===== config.mk =====
export PLATFORM = sky130hd
export DESIGN_NAME = add_serial_seq
export DESIGN_NICKNAME = d
export VERILOG_FILES = /design/src/rtl/add_serial_seq_pkg.sv /design/src/rtl/add_serial_seq_op_fifo.sv /design/src/rtl/add_serial_seq.sv
export SDC_FILE = /design/constraint.sdc
export NUM_CORES = 1
export LEC_CHECK = 0
export ABC_CLOCK_PERIOD_IN_PS = 3800
export CAP_MARGIN = 10
export CORE_UTILIZATION = 50
export DETAILED_ROUTE_END_ITERATION = 10
export PLACE_DENSITY_LB_ADDON = 0.15
export SLEW_MARGIN = 15
export SYNTH_ARGS = -nofsm -noshare
export SYNTH_HDL_FRONTEND = slang
export SYNTH_SLANG_ARGS = --single-unit

===== constraint.sdc =====
create_clock -name clk -period 3.8 [get_ports clk]
set_clock_uncertainty 0.2 [all_clocks]
set_input_delay 0.76 -clock clk [delete_from_list [all_inputs] [get_ports clk]]
set_output_delay 0.76 -clock clk [all_outputs]
set_load 0.02 [all_outputs]

===== src/rtl/add_serial_seq_pkg.sv =====
// Shared types for the serial-adder operand sequencer: FSM states and the
// operand record that is queued between the input stream and the adder.
package add_serial_seq_pkg;

    localparam int SEQ_TAG_W = 4;

    typedef enum logic [2:0] {
        ST_IDLE    = 3'd0,
        ST_ISSUE   = 3'd1,
        ST_WAIT    = 3'd2,
        ST_HOLD    = 3'd3,
        ST_RELEASE = 3'd4
    } seq_state_e;

    typedef struct packed {
        logic [7:0]           a;
        logic [7:0]           b;
        logic [SEQ_TAG_W-1:0] tag;
    } op_rec_t;

    function automatic logic [SEQ_TAG_W-1:0] tag_inc(input logic [SEQ_TAG_W-1:0] t);
        return t + {{(SEQ_TAG_W-1){1'b0}}, 1'b1};
    endfunction

endpackage


===== src/rtl/add_serial_seq_op_fifo.sv =====
// Synchronous operand FIFO; pointers carry one extra wrap bit so full and
// empty are told apart without a separate occupancy counter.
module op_fifo #(
    parameter int DEPTH = 2,
    parameter int W     = 8
) (
    input  logic         clk,
    input  logic         rst,
    input  logic         push_i,
    input  logic         pop_i,
    input  logic [W-1:0] wdata_i,
    output logic [W-1:0] rdata_o,
    output logic         full_o,
    output logic         empty_o
);

    localparam int AW = $clog2(DEPTH);

    logic [AW:0]  wptr_q;
    logic [AW:0]  rptr_q;
    logic [W-1:0] mem_q [DEPTH];
    logic         do_push_s;
    logic         do_pop_s;

    assign full_o    = (wptr_q[AW] != rptr_q[AW]) && (wptr_q[AW-1:0] == rptr_q[AW-1:0]);
    assign empty_o   = (wptr_q == rptr_q);
    assign do_push_s = push_i && !full_o;
    assign do_pop_s  = pop_i && !empty_o;
    assign rdata_o   = mem_q[rptr_q[AW-1:0]];

    // Storage and pointer update; reset also clears stale entries.
    always_ff @(posedge clk or posedge rst) begin
        if (rst) begin
            wptr_q <= '0;
            rptr_q <= '0;
            for (int i = 0; i < DEPTH; i++) begin
                mem_q[i] <= '0;
            end
        end else begin
            if (do_push_s) begin
                mem_q[wptr_q[AW-1:0]] <= wdata_i;
                wptr_q                <= wptr_q + {{AW{1'b0}}, 1'b1};
            end
            if (do_pop_s) begin
                rptr_q <= rptr_q + {{AW{1'b0}}, 1'b1};
            end
        end
    end

endmodule


===== src/rtl/add_serial_seq.sv =====
// Operand sequencer for the 8-bit serial adder: queues (a, b) pairs, runs one
// add at a time through start/wait/release, and returns tagged sums.
module add_serial_seq
    import add_serial_seq_pkg::*;
#(
    parameter int DEPTH   = 2,
    parameter int ADD_LAT = 10,
    parameter int TAG_W   = SEQ_TAG_W
) (
    input  logic             clk,
    input  logic             rst,
    input  logic             in_valid,
    output logic             in_ready,
    input  logic [7:0]       in_a,
    input  logic [7:0]       in_b,
    output logic [7:0]       add_a,
    output logic [7:0]       add_b,
    output logic             add_en,
    input  logic [7:0]       add_out,
    output logic             res_valid,
    input  logic             res_ready,
    output logic [7:0]       res_sum,
    output logic [TAG_W-1:0] res_tag
);

    localparam int LAT_W = (ADD_LAT > 1) ? $clog2(ADD_LAT) : 1;
    localparam logic [LAT_W-1:0] LAT_LAST = LAT_W'(ADD_LAT - 1);

    seq_state_e       state_q;
    logic [LAT_W-1:0] lat_q;
    logic [TAG_W-1:0] tag_cnt_q;
    logic [TAG_W-1:0] tag_cnt_d;
    logic [TAG_W-1:0] cur_tag_q;
    logic [7:0]       add_a_q;
    logic [7:0]       add_b_q;
    logic             add_en_q;
    logic             res_valid_q;
    logic [7:0]       res_sum_q;
    logic [TAG_W-1:0] res_tag_q;

    op_rec_t          push_rec_s;
    op_rec_t          head_rec_s;
    logic             fifo_full_s;
    logic             fifo_empty_s;
    logic             accept_s;
    logic             pop_s;

    assign in_ready   = !fifo_full_s;
    assign accept_s   = in_valid && !fifo_full_s;
    assign pop_s      = (state_q == ST_IDLE) && !fifo_empty_s;
    assign push_rec_s = '{a: in_a, b: in_b, tag: tag_cnt_q};

    op_fifo #(
        .DEPTH (DEPTH),
        .W     ($bits(op_rec_t))
    ) u_fifo (
        .clk     (clk),
        .rst     (rst),
        .push_i  (in_valid),
        .pop_i   (pop_s),
        .wdata_i (push_rec_s),
        .rdata_o (head_rec_s),
        .full_o  (fifo_full_s),
        .empty_o (fifo_empty_s)
    );

    // Next sequence tag, advancing only on an accepted pair.
    always_comb begin
        tag_cnt_d = tag_cnt_q;
        if (accept_s) begin
            tag_cnt_d = tag_inc(tag_cnt_q);
        end else begin
            tag_cnt_d = tag_cnt_q;
        end
    end

    // Sequencer FSM; add_en is raised on entry to ISSUE and RELEASE so it is
    // high for exactly the cycle spent in those states.
    always_ff @(posedge clk or posedge rst) begin
        if (rst) begin
            state_q     <= ST_IDLE;
            lat_q       <= '0;
            tag_cnt_q   <= '0;
            cur_tag_q   <= '0;
            add_a_q     <= 8'd0;
            add_b_q     <= 8'd0;
            add_en_q    <= 1'b0;
            res_valid_q <= 1'b0;
            res_sum_q   <= 8'd0;
            res_tag_q   <= '0;
        end else begin
            tag_cnt_q <= tag_cnt_d;
            add_en_q  <= 1'b0;
            case (state_q)
                ST_IDLE: begin
                    if (!fifo_empty_s) begin
                        add_a_q   <= head_rec_s.a;
                        add_b_q   <= head_rec_s.b;
                        cur_tag_q <= head_rec_s.tag;
                        add_en_q  <= 1'b1;
                        state_q   <= ST_ISSUE;
                    end
                end
                ST_ISSUE: begin
                    lat_q   <= '0;
                    state_q <= ST_WAIT;
                end
                ST_WAIT: begin
                    if (lat_q == LAT_LAST) begin
                        res_sum_q   <= add_out;
                        res_tag_q   <= cur_tag_q;
                        res_valid_q <= 1'b1;
                        state_q     <= ST_HOLD;
                    end else begin
                        lat_q <= lat_q + {{(LAT_W-1){1'b0}}, 1'b1};
                    end
                end
                ST_HOLD: begin
                    if (res_ready) begin
                        res_valid_q <= 1'b0;
                        add_en_q    <= 1'b1;
                        state_q     <= ST_RELEASE;
                    end
                end
                ST_RELEASE: begin
                    state_q <= ST_IDLE;
                end
                default: begin
                    state_q <= ST_IDLE;
                end
            endcase
        end
    end

    assign add_a     = add_a_q;
    assign add_b     = add_b_q;
    assign add_en    = add_en_q;
    assign res_valid = res_valid_q;
    assign res_sum   = res_sum_q;
    assign res_tag   = res_tag_q;

endmodule


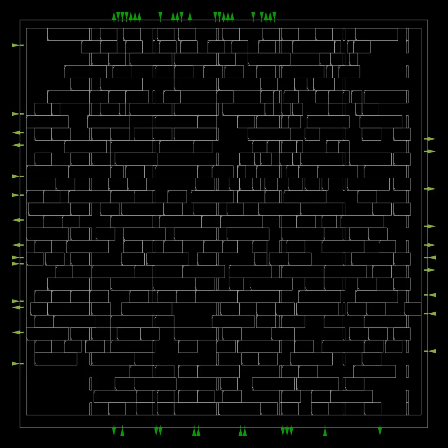
*Cell outlines without signal wires*
row count: 31
Util after Layout: 0.642
Seq area share: 0.478

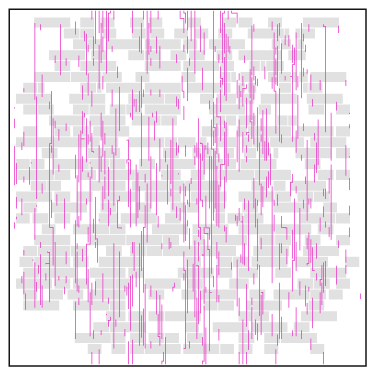
*M2 wires*
Scale: 4 px per micron.
319 nets have wire on it. The layer carries 2990 microns of wire.
total length of routed wires: 6.40 mm
via count: 2138
GR Layer Usage met2: 0.275

==> results_dict.tcl <==
# collected from the flow reports
set metrics [dict create \
    fin_crit_sh 0.737 \
    final_nets 342 \
    async_reset_ff_frac 1.00 \
    path_max_fanout 4 \
    post-place-ws_ns 1.28 \
    finalHoldViolCount 0 \
    postCtsSetupBuffers 0 \
    maxCapViolations 0 \
    antennaDiodeCount 0 \
    stdcell_area_sq_um 4660 \
    vdd_drop_max_mv 0.505 \
    worst_slew_pin_slew_ns 0.861 \
    syn_inst 249 \
    synth_cell_types 37 \
    relSlewSlack 0.423 \
    place.gp.congestion 0.714 \
    io_buffers 58 \
    ys_warn_count 0 \
    grt_pass1_wl_mm 10.7 \
    cts_sinks 89 \
    layout_top_cell "dfrtp_1" \
    vias_per_cell 5.15 \
    ys_cells 249 \
    p_leak_uw 0.00203 \
    mux_area_frac 0.286 \
    synth_nets 280 \
    grt_setup_unrepaired "false" \
    wl_per_cell_microns 15.4 \
    outcome "finished, final reports clean" \
    ys_top_logic_family "multiplexers" \
    hold_buffers 0 \
    drc_errors 0 \
    fin_crit_ns 2.80 \
    fp-utilization 0.520 \
]
## critical path: stages, from the launching register on
cell and delay [ns]:
dfrtp_1 0.44, xor2_1 0.39, nand2_1 0.12, clkdlybuf4s50_1 0.55
## metrics by stage
step / utilization / hold slack [ns] / total power, uW
finish: 0.642 / 0.280 / 4000
global route: 0.642 / 0.315 / 4260
CTS: 0.642 / 0.285 / 4040
detailed placement: 0.613 / 0.270 / 3370
global placement: 0.613 / 0.265 / 3320
floorplan: - / 0.245 / 2870
## sequential cells by signal, summed over array words and instances (netlist names)
signal,cells
u_fifo.rptr_q,2
add_en,1
res_tag,4
u_fifo.mem_q,40
state_q,3
add_a,8
res_sum,8
add_b,8
res_valid,1
cur_tag_q,4
lat_q,4
u_fifo.wptr_q,2
tag_cnt_q,4
## logic make-up after synthesis
family,count (synthesis)
xor+xnor,10
simple gates,22
fa+ha+maj,3
buf+inv,15
flops,89
mux,96
compound gates,14
## cell type report
type | count | area share
Clock buffer | 12 | 0.0333
Clock inverter | 4 | 0.0110
Inverter | 3 | 0.00269
Multi-Input combinational cell | 145 | 0.313
Sequential cell | 89 | 0.478
Tap cell | 99 | 0.0266
Timing Repair Buffer | 63 | 0.135
## synth_stat cells, drive strengths merged, types with 2 or more instances
library cell   n
mux2          93
dfrtp         89
buf           11
nand2          7
xnor2          5
xor2           5
a21o           3
a21oi          3
ha             3
inv            3
mux2i          3
nand4          2
nor2           2
o211ai         2
o21ai          2
## power breakdown
part           switching [uW]  leakage [uW]  internal, uW
combinational             726      0.000837           965
clock                     325      0.000103           341
sequential                263       0.00109          1380
## path summary, 6_finish.rpt
path | from | end | slack (ns) | cells after the start
max in group asynchronous | rst | u_fifo.mem_q[22] | 2.03 | 3
max reg2reg | lat_q[1] | res_sum[7] | 1.50 | 5
min | lat_q[3] | lat_q[3] | 0.28 | 1
min in group asynchronous | rst | res_tag[0] | 0.68 | 2
max | u_fifo.wptr_q[1] | in_ready | 1.0 | 3
min reg2reg | lat_q[3] | lat_q[3] | 0.28 | 1
## routing by layer
layer,routed length [microns],vias to the layer above,global-route usage
li1,-,1001,-
met1,3140,1096,0.257
met2,2990,31,0.275
met3,166,10,0.0336
met4,107,0,0.0880
met5,0,-,0
Power and IR drop assume default switching activity.
